`config.mk`:
```
export PLATFORM = sky130hd
export DESIGN_NAME = seq_right_shifter
export DESIGN_NICKNAME = d
export VERILOG_FILES = /design/src/rtl/seq_right_shifter.sv
export SDC_FILE = /design/constraint.sdc
export NUM_CORES = 1
export LEC_CHECK = 0
export CAP_MARGIN = 25
export CORE_MARGIN = 2
export CORE_UTILIZATION = 40
export CTS_CLUSTER_SIZE = 12
export DETAILED_ROUTE_END_ITERATION = 7
export GPL_TIMING_DRIVEN = 0
export PLACE_DENSITY = 0.82
export SYNTH_ARGS = -nofsm -noshare
export SYNTH_HDL_FRONTEND = slang
export SYNTH_SLANG_ARGS = --single-unit
```
`constraint.sdc`:
```
create_clock -name clk -period 1.7 [get_ports clk]
set_clock_uncertainty 0.2 [all_clocks]
set_input_delay 0.34 -clock clk [delete_from_list [all_inputs] [get_ports clk]]
set_output_delay 0.34 -clock clk [all_outputs]
set_load 0.1 [all_outputs]
```
`src/rtl/seq_right_shifter.sv`:
```
// Multi-cycle right shifter (srl/sra/srlv/srav): one bit position per clock, start/done handshake.
// Optional rotate-right mode is enabled by defining SEQ_RSHIFT_ROTATE_EN.
module seq_right_shifter #(
  parameter int WIDTH   = 32,
  parameter int SHAMT_W = 5
) (
  input  logic               clk,
  input  logic               rst_n,
  input  logic               start,
  input  logic               arith,
  input  logic [WIDTH-1:0]   number,
  input  logic [SHAMT_W-1:0] shamt,
`ifdef SEQ_RSHIFT_ROTATE_EN
  input  logic               rotate,
`endif
  output logic               busy,
  output logic               done,
  output logic [WIDTH-1:0]   result
);

  typedef enum logic [1:0] {
    IDLE  = 2'd0,
    SHIFT = 2'd1,
    DONE  = 2'd2
  } state_t;

  state_t             state;
  state_t             state_next;
  logic [SHAMT_W-1:0] count;
  logic               mode;
  logic               fill;
`ifdef SEQ_RSHIFT_ROTATE_EN
  logic               rot_mode;
`endif

  always_ff @(posedge clk) begin
    if (!rst_n) state <= IDLE;
    else        state <= state_next;
  end

  always_comb begin
    state_next = state;
    case (state)
      IDLE:    if (start) state_next = (shamt == '0) ? DONE : SHIFT;
      SHIFT:   if (count == SHAMT_W'(1)) state_next = DONE;
      DONE:    state_next = IDLE;
      default: state_next = IDLE;
    endcase
  end

  always_comb begin
    busy = (state == SHIFT) || (state == DONE);
    done = (state == DONE);
  end

  // Rotate wins over arithmetic fill when both are captured high.
  always_comb begin
    fill = mode ? result[WIDTH-1] : 1'b0;
`ifdef SEQ_RSHIFT_ROTATE_EN
    if (rot_mode) fill = result[0];
`endif
  end

  always_ff @(posedge clk) begin
    if (!rst_n) begin
      result   <= '0;
      count    <= '0;
      mode     <= 1'b0;
`ifdef SEQ_RSHIFT_ROTATE_EN
      rot_mode <= 1'b0;
`endif
    end else begin
      case (state)
        IDLE: begin
          if (start) begin
            result   <= number;
            count    <= shamt;
            mode     <= arith;
`ifdef SEQ_RSHIFT_ROTATE_EN
            rot_mode <= rotate;
`endif
          end
        end
        SHIFT: begin
          result <= {fill, result[WIDTH-1:1]};
          count  <= count - SHAMT_W'(1);
        end
        default: ;
      endcase
    end
  end

endmodule

```
### Clock distribution

Scale: 8 px per µm.
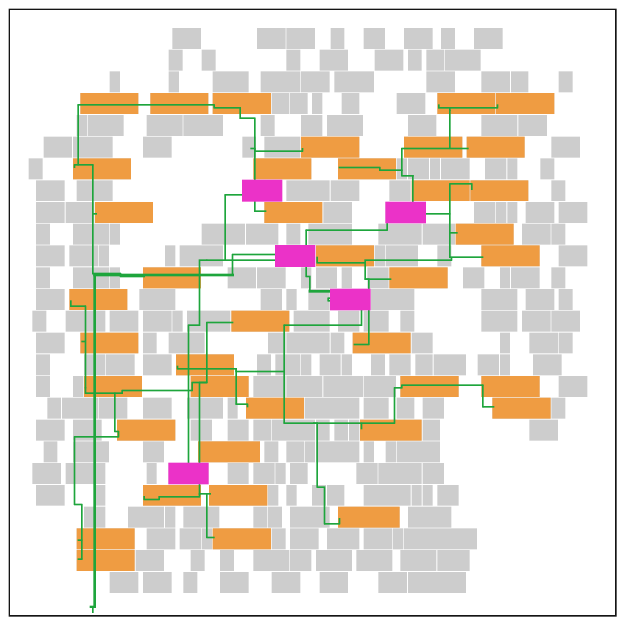
- green: clock wires (length 517 µm)
- orange: flip-flops (count 40)
- magenta: clock-net drivers (count 5)
- flops lie: widely spread
- routed clock nets: 6
clock network fraction of design power: 13.4%
Clk power: 606 µW
Latency at later pin: 0.29 ns

### Routing congestion

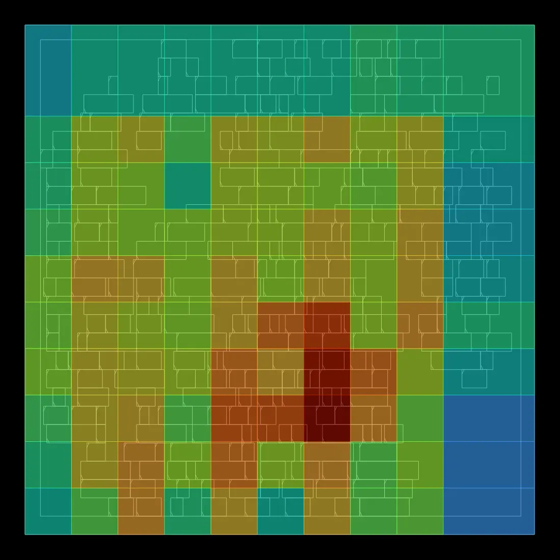
GRT Max-Usage Layer: met2
fin util: 60.0%
total track usage: 18.2%
GR Util met2: 31.0%

### Register map, names as in the netlist

Scale: 6 px per µm. Other sequential cells in the stronger grey, the rest of the logic in the fainter grey.
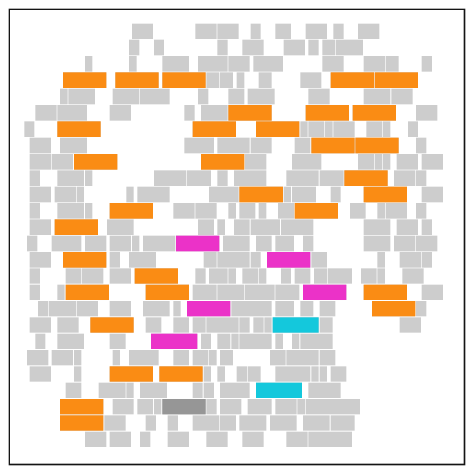
- cyan: state (placed flops 2)
- magenta: count (placed flops 5)
- orange: result (placed flops 32; where widely spread)
flop share of the area: 26.6%
Register Area: 805 µm²
Sequential Power: 1.28 mW

### Placed cells, one colour a class

Scale: 6 px per µm. Fill, decap, tap and diode cells in grey.
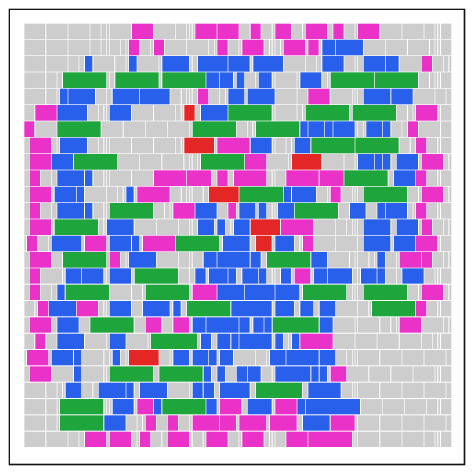
- blue: remaining logic cells (cells 152; share of their area 43%)
- magenta: remaining buffers and delay cells (cells 90; share of their area 27%)
- red: clock drivers and dummy loads (cells 7; share of their area 2.8%)
- green: registers (cells 40; share of their area 27%)
placement row count: 26
post-route cell area: 3030 µm²
Core Footprint: 5040 µm²

### Supply network

Scale: 4 px per µm. Pins as bars on the die edge.
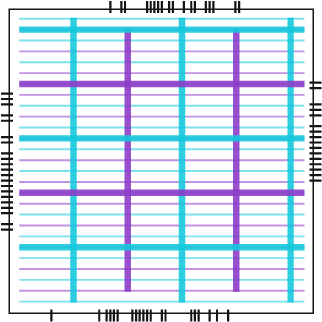
- cyan: VSS
- purple: VDD
- signal pins: 75
- met1 rails: 27
- rows: 26
- met4 straps: 5
- met5 straps: 5

==> results.sh <==
# implementation run metrics
export IMPL_status="finished, final reports clean"
export IMPL_clockRootBuffer="clkbuf_8"
export IMPL_layout_top_cells="37 x dfxtp_1, 36 x clkdlybuf4s50_1, 30 x buf_2, 28 x nor2_1, 25 x mux2i_1"
export IMPL_grt_pass1_vias=1701
export IMPL_syn_num_nets=254
export IMPL_largest_register_ffs=32
export IMPL_crit_chain="inv_2 -> ha_4 -> mux2_2 -> buf_4 -> a211oi_1"
export IMPL_p_seq_share_pct=28.4
export IMPL_logic_family="AND-OR/OR-AND gates"
export IMPL_ys_sh_mux_pct=15.9
export IMPL_r2r_setup_slack_ns=0.03
export IMPL_grt_max_degree=13
export IMPL_antenna_found_initial=0
export IMPL_path_depth=5
export IMPL_vias=1898
export IMPL_clkSlewWorstSetupHoldPaths_ns=0.08
export IMPL_grt_overflow=0
export IMPL_syn_area_um2=2050
export IMPL_crit_slowest_cell="mux2_2"
export IMPL_pg_comb_mw=2.63
export IMPL_drtAntennaViolNets=0
export IMPL_drt_initial_drc_count=65
export IMPL_min_delay_start="rst_n"
export IMPL_top_register="result"
export IMPL_ys_seq_share_pct=39.0
export IMPL_most_common_cell="dfxtp_1"
export IMPL_min_to="count[2]"
export IMPL_die_y_um=75.6
export IMPL_port_buffers=73
export IMPL_place_area_um2=2870
export IMPL_fillers=462
export IMPL_async_flop_share_pct=0
export IMPL_routed_wl_um=5340
export IMPL_irDropWorstVdd_mv=0.645
export IMPL_compound_area_share_pct=21.6
export IMPL_crit_type="reg -> reg"
export IMPL_routed_via_density=5.29
export IMPL_buffer_area_share_pct=26.1
export IMPL_worst_ep_arrival_time_ns=1.68
export IMPL_cellLeakagePower_nw=1.20
export IMPL_ctsHoldBuffers=0
export IMPL_maxCapViolCount=0
export IMPL_ys_sh_xor_pct=0
export IMPL_place_gp_congestion=0.867
export IMPL_worstReg2RegEnd="result[28]"
export IMPL_comb_area_share_pct=41.0
export IMPL_wl_per_cell_um=14.9
export IMPL_io_pins=75
export IMPL_ys_sh_simple_pct=11.9
export IMPL_use_met3_pct=4.10
export IMPL_grt_first_pass_wirelength_um=7910
export IMPL_worst_slack_ns=0.0260
export IMPL_grt_use_met1_pct=22.3
export IMPL_hold_viol_final=0
export IMPL_fp_dieW_um=75.6
export IMPL_synth_warning_count=0
export IMPL_crit_path_start="state[1]"
export IMPL_flops=40
export IMPL_met2_length_um=2700
export IMPL_n_all_inverters=6
export IMPL_period_used_pct=98.5
export IMPL_maxSlewHeadroom_pct=53.7
export IMPL_postCtsSetupRepairBufs=1
export IMPL_layout_drive_gt1_share_pct=37.4
export IMPL_cp_endpoint="result[28]"
export IMPL_cts_sinks=40
export IMPL_clk_share_pct=2.69
export IMPL_startpoint_type="register"
export IMPL_firstDrtPassIters=6
export IMPL_hold_depth=2
export IMPL_end_kind="register"
export IMPL_area_growth_pct=47.5
export IMPL_total_power_mw=4.52
export IMPL_fmax_mhz=597
export IMPL_ys_cells=208
export IMPL_cts_repair_resized=190
export IMPL_p_switching_mw=2.33
export IMPL_edf_count=0
Power and IR drop assume default switching activity.
